`src/rtl/cva5_types.sv`:
```
// Shared types for the wishbone masters of the L1 memory path.
// Cycle type and burst type codes live here so every master
// drives the same encodings.
package cva5_types;

  typedef enum logic [2:0] {
    WB_CTI_CLASSIC = 3'b000,
    WB_CTI_INCR    = 3'b010,
    WB_CTI_END     = 3'b111
  } wb_cti_t;

  typedef enum logic [1:0] {
    WB_BTE_LINEAR = 2'b00
  } wb_bte_t;

  // Cycle type for one beat of a read: classic for single words or when
  // bursting is disabled, otherwise incrementing until the last beat.
  function automatic wb_cti_t wb_read_cti(input logic burst_en,
                                          input logic [4:0] beat,
                                          input logic [4:0] len);
    if (!burst_en || (len == 5'd0)) begin
      return WB_CTI_CLASSIC;
    end else if (beat == len) begin
      return WB_CTI_END;
    end else begin
      return WB_CTI_INCR;
    end
  endfunction

endpackage

```
`src/rtl/l1_wishbone_bridge.sv`:
```
// Runs L1 arbiter requests as Wishbone B4 master cycles.
// Reads may be incrementing multi-word bursts and every beat is returned
// on the response port; writes are single word. Wishbone err terminates
// a beat like ack and latches a sticky bus_error flag.
module l1_wishbone_bridge #(
  parameter int USE_BURST = 1
) (
  input  logic        clk,
  input  logic        rst_n,
  // l1 arbiter request
  input  logic [31:0] l1_request_addr,
  input  logic [31:0] l1_request_data,
  input  logic        l1_request_rnw,
  input  logic [3:0]  l1_request_be,
  input  logic [4:0]  l1_request_size,
  input  logic        l1_request_is_amo,
  input  logic [4:0]  l1_request_amo,
  input  logic        l1_request_request,
  output logic        l1_request_ack,
  // l1 arbiter return
  output logic [31:0] l1_response_data,
  output logic        l1_response_data_valid,
  output logic [29:0] l1_response_inv_addr,
  output logic        l1_response_inv_valid,
  input  logic        l1_response_inv_ack,
  // wishbone master
  output logic [29:0] wishbone_adr,
  output logic [31:0] wishbone_dat_w,
  output logic [3:0]  wishbone_sel,
  output logic        wishbone_cyc,
  output logic        wishbone_stb,
  output logic        wishbone_we,
  output logic [2:0]  wishbone_cti,
  output logic [1:0]  wishbone_bte,
  input  logic [31:0] wishbone_dat_r,
  input  logic        wishbone_ack,
  input  logic        wishbone_err,
  // status
  output logic        bus_error
);
  import cva5_types::*;

  typedef enum logic [1:0] {
    IDLE  = 2'd0,
    READ  = 2'd1,
    WRITE = 2'd2
  } state_t;

  localparam logic BURST_EN = (USE_BURST != 0);

  state_t      state_q, state_d;
  logic [4:0]  beat_q, beat_d;
  logic [4:0]  len_q, len_d;
  logic [29:0] base_q, base_d;
  logic [31:0] wdata_q, wdata_d;
  logic [3:0]  be_q, be_d;
  logic [31:0] rdata_q, rdata_d;
  logic        data_valid_q, data_valid_d;
  logic        bus_error_q, bus_error_d;
  logic        term;
  wb_cti_t     cti_sel;

  // Byte offset, AMO fields and invalidation handshake play no role here.
  logic unused_inputs;
  assign unused_inputs = ^{l1_request_addr[1:0], l1_request_is_amo,
                           l1_request_amo, l1_response_inv_ack};

  // ack and err together still end just one beat.
  assign term = wishbone_ack | wishbone_err;

  // State and datapath registers; reset aborts any cycle in flight.
  always_ff @(posedge clk or negedge rst_n) begin
    if (!rst_n) begin
      state_q      <= IDLE;
      beat_q       <= 5'd0;
      len_q        <= 5'd0;
      base_q       <= 30'd0;
      wdata_q      <= 32'd0;
      be_q         <= 4'd0;
      rdata_q      <= 32'd0;
      data_valid_q <= 1'b0;
      bus_error_q  <= 1'b0;
    end else begin
      state_q      <= state_d;
      beat_q       <= beat_d;
      len_q        <= len_d;
      base_q       <= base_d;
      wdata_q      <= wdata_d;
      be_q         <= be_d;
      rdata_q      <= rdata_d;
      data_valid_q <= data_valid_d;
      bus_error_q  <= bus_error_d;
    end
  end

  // Next state: latch a request in IDLE, count read beats, leave on the last termination.
  always_comb begin
    state_d      = state_q;
    beat_d       = beat_q;
    len_d        = len_q;
    base_d       = base_q;
    wdata_d      = wdata_q;
    be_d         = be_q;
    rdata_d      = rdata_q;
    data_valid_d = 1'b0;
    bus_error_d  = bus_error_q | wishbone_err;
    unique case (state_q)
      IDLE: begin
        if (l1_request_request) begin
          base_d  = l1_request_addr[31:2];
          wdata_d = l1_request_data;
          be_d    = l1_request_be;
          len_d   = l1_request_size;
          beat_d  = 5'd0;
          state_d = l1_request_rnw ? READ : WRITE;
        end
      end
      READ: begin
        if (term) begin
          rdata_d      = wishbone_dat_r;
          data_valid_d = 1'b1;
          if (beat_q == len_q) begin
            beat_d  = 5'd0;
            state_d = IDLE;
          end else begin
            beat_d = beat_q + 5'd1;
          end
        end
      end
      WRITE: begin
        if (term) begin
          state_d = IDLE;
        end
      end
      default: begin
        state_d = IDLE;
      end
    endcase
  end

  // Bus outputs decoded from the registered state so reset drops them at once.
  always_comb begin
    l1_request_ack = 1'b0;
    wishbone_cyc   = 1'b0;
    wishbone_stb   = 1'b0;
    wishbone_we    = 1'b0;
    wishbone_sel   = 4'h0;
    wishbone_adr   = base_q + {25'd0, beat_q};
    wishbone_dat_w = wdata_q;
    cti_sel        = WB_CTI_CLASSIC;
    unique case (state_q)
      IDLE: begin
        l1_request_ack = rst_n & l1_request_request;
      end
      READ: begin
        wishbone_cyc = 1'b1;
        wishbone_stb = 1'b1;
        wishbone_sel = 4'hF;
        cti_sel      = wb_read_cti(BURST_EN, beat_q, len_q);
      end
      WRITE: begin
        wishbone_cyc = 1'b1;
        wishbone_stb = 1'b1;
        wishbone_we  = 1'b1;
        wishbone_adr = base_q;
        wishbone_sel = be_q;
      end
      default: begin
        l1_request_ack = 1'b0;
      end
    endcase
  end

  assign wishbone_cti           = cti_sel;
  assign wishbone_bte           = WB_BTE_LINEAR;
  assign l1_response_data       = rdata_q;
  assign l1_response_data_valid = data_valid_q;
  assign l1_response_inv_addr   = 30'd0;
  assign l1_response_inv_valid  = 1'b0;
  assign bus_error              = bus_error_q;

endmodule

```
`config.mk`:
```
export PLATFORM = sky130hd
export DESIGN_NAME = l1_wishbone_bridge
export DESIGN_NICKNAME = d
export VERILOG_FILES = /design/src/rtl/cva5_types.sv /design/src/rtl/l1_wishbone_bridge.sv
export SDC_FILE = /design/constraint.sdc
export NUM_CORES = 1
export LEC_CHECK = 0
export CAP_MARGIN = 20
export CELL_PAD_IN_SITES_DETAIL_PLACEMENT = 0
export CELL_PAD_IN_SITES_GLOBAL_PLACEMENT = 2
export CORE_MARGIN = 8
export CORE_UTILIZATION = 28
export CTS_BUF_LIST = sky130_fd_sc_hd__clkbuf_4
export CTS_CLUSTER_DIAMETER = 150
export DETAILED_ROUTE_END_ITERATION = 7
export PLACE_DENSITY_LB_ADDON = 0.12
export SLEW_MARGIN = 40
export SYNTH_ARGS = -nofsm -noshare
export SYNTH_HDL_FRONTEND = slang
export SYNTH_SLANG_ARGS = --single-unit
```
`constraint.sdc`:
```
create_clock -name clk -period 3.92 [get_ports clk]
set_clock_uncertainty 0.15 [all_clocks]
set_input_delay 1.176 -clock clk [delete_from_list [all_inputs] [get_ports clk]]
set_output_delay 1.176 -clock clk [all_outputs]
set_load 0.01 [all_outputs]
```
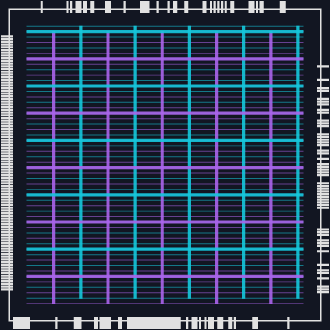
**Above:** power grid.
Drawn at 2 px/um. Pins as bars on the die edge.
| color | net |
|---|---|
| purple | VSS |
| cyan | VDD |
met4 straps: 10
signal pins: 258
Die H: 155.0 um
maximum ir drop on the vdd rail: 0.3166 mV
placeable core area: 19210 um2
width of the die: 155.0 um

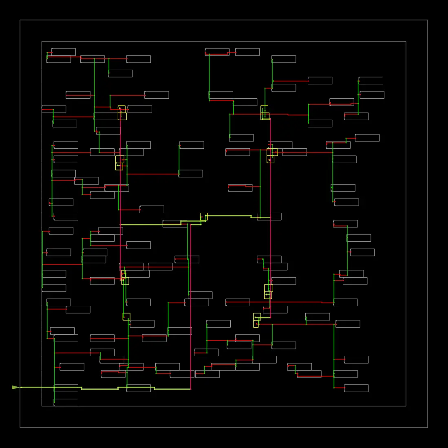
**Above:** clock wiring as the flow saved it.
clock buffers: 9
count of clock tree sinks: 112
latest clock arrival within the worst-skew pair: 470 ps
number of CTS-inserted buffers: 9
Power Clock: 556 uW

==> job_summary.md <==
## Implementation flow summary

| Metric | Value |
|---|---|
| CP endpoint kind | primary output |
| Number of buffers on the longest clock path | 2 |
| Outcome | finished clean |
| Required time of the critical path | roughly 2600 ps |
| Achievable Freq | 0.2593 GHz |
| Leading cell category by total area | sequential cells |
| Asr flop ratio synth | 1.000 |
| Most used standard cells in the synthesized netlist | dfrtp_1 (112), mux2_2 (106), buf_4 (35), xnor2_1 (27), nand2_1 (17) |
| Final Hold Vio Count | 0 |
| Total half-perimeter wirelength after legalization and detailed placement | about 13 mm |
| Setup violators final | 0 |
| Cells traversed along the worst timing path | ha_4 -> a21oi_4 -> and2_4 -> a2111oi_4 -> buf_4 -> buf_6 -> nand4_1 -> xnor2_1 -> buf_2 |
| Worst R2R Start | state_q[1] |
| Sw Pwr | 2.135 mW |
| Worst-Margin Slew | 690.0 ps |
| Number of nets still failing antenna checks after routing | 0 |
| Area used by sequential logic in the layout | 2803 um2 |
| Register share of total power | 0.362 |
| Initial antenna violation count | 3 |
| Top Layer Used | met5 |
| Synth area leaders | dfrtp_1 (52%), mux2_2 (22%), buf_4 (4.9%) |
| Total instance count after detailed placement | 902 |
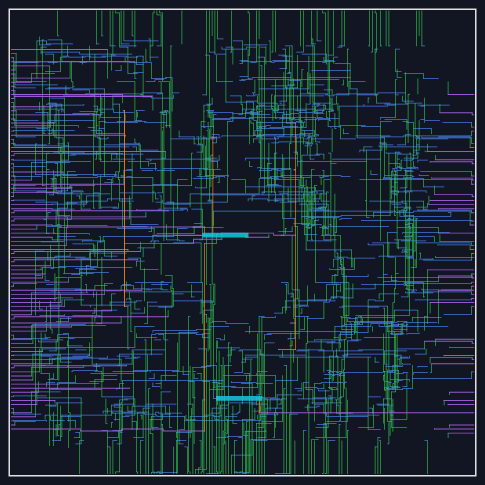
**Above:** routed metal, one color a layer.
Drawn at 3 px/um.
| color | layer | wire length |
|---|---|---|
| orange | metal 4 | 244 um |
| blue | metal 1 | 6360 um |
| cyan | metal 5 | 27.6 um |
| purple | metal 3 | 2200 um |
| green | metal 2 | 7570 um |
via count: 3983
total wire length after detailed routing: 16.40 mm
wire length per cell: 17.61 um

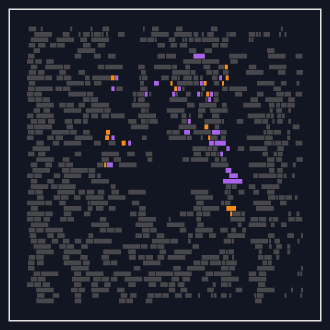
**Above:** gate-type map.
Drawn at 2 px/um.
| color | family | cells |
|---|---|---|
| orange | nor cells | 16 |
| purple | aoi and oai cells | 25 |
multi-input gate share of total cell area: 0.3108
most common library cell in the layout ignoring fill and taps: clkdlybuf4s50_1
final standard cell count with taps included and fillers excluded: 931

Power figures rest on the tool's default switching activity, not on a simulated workload.
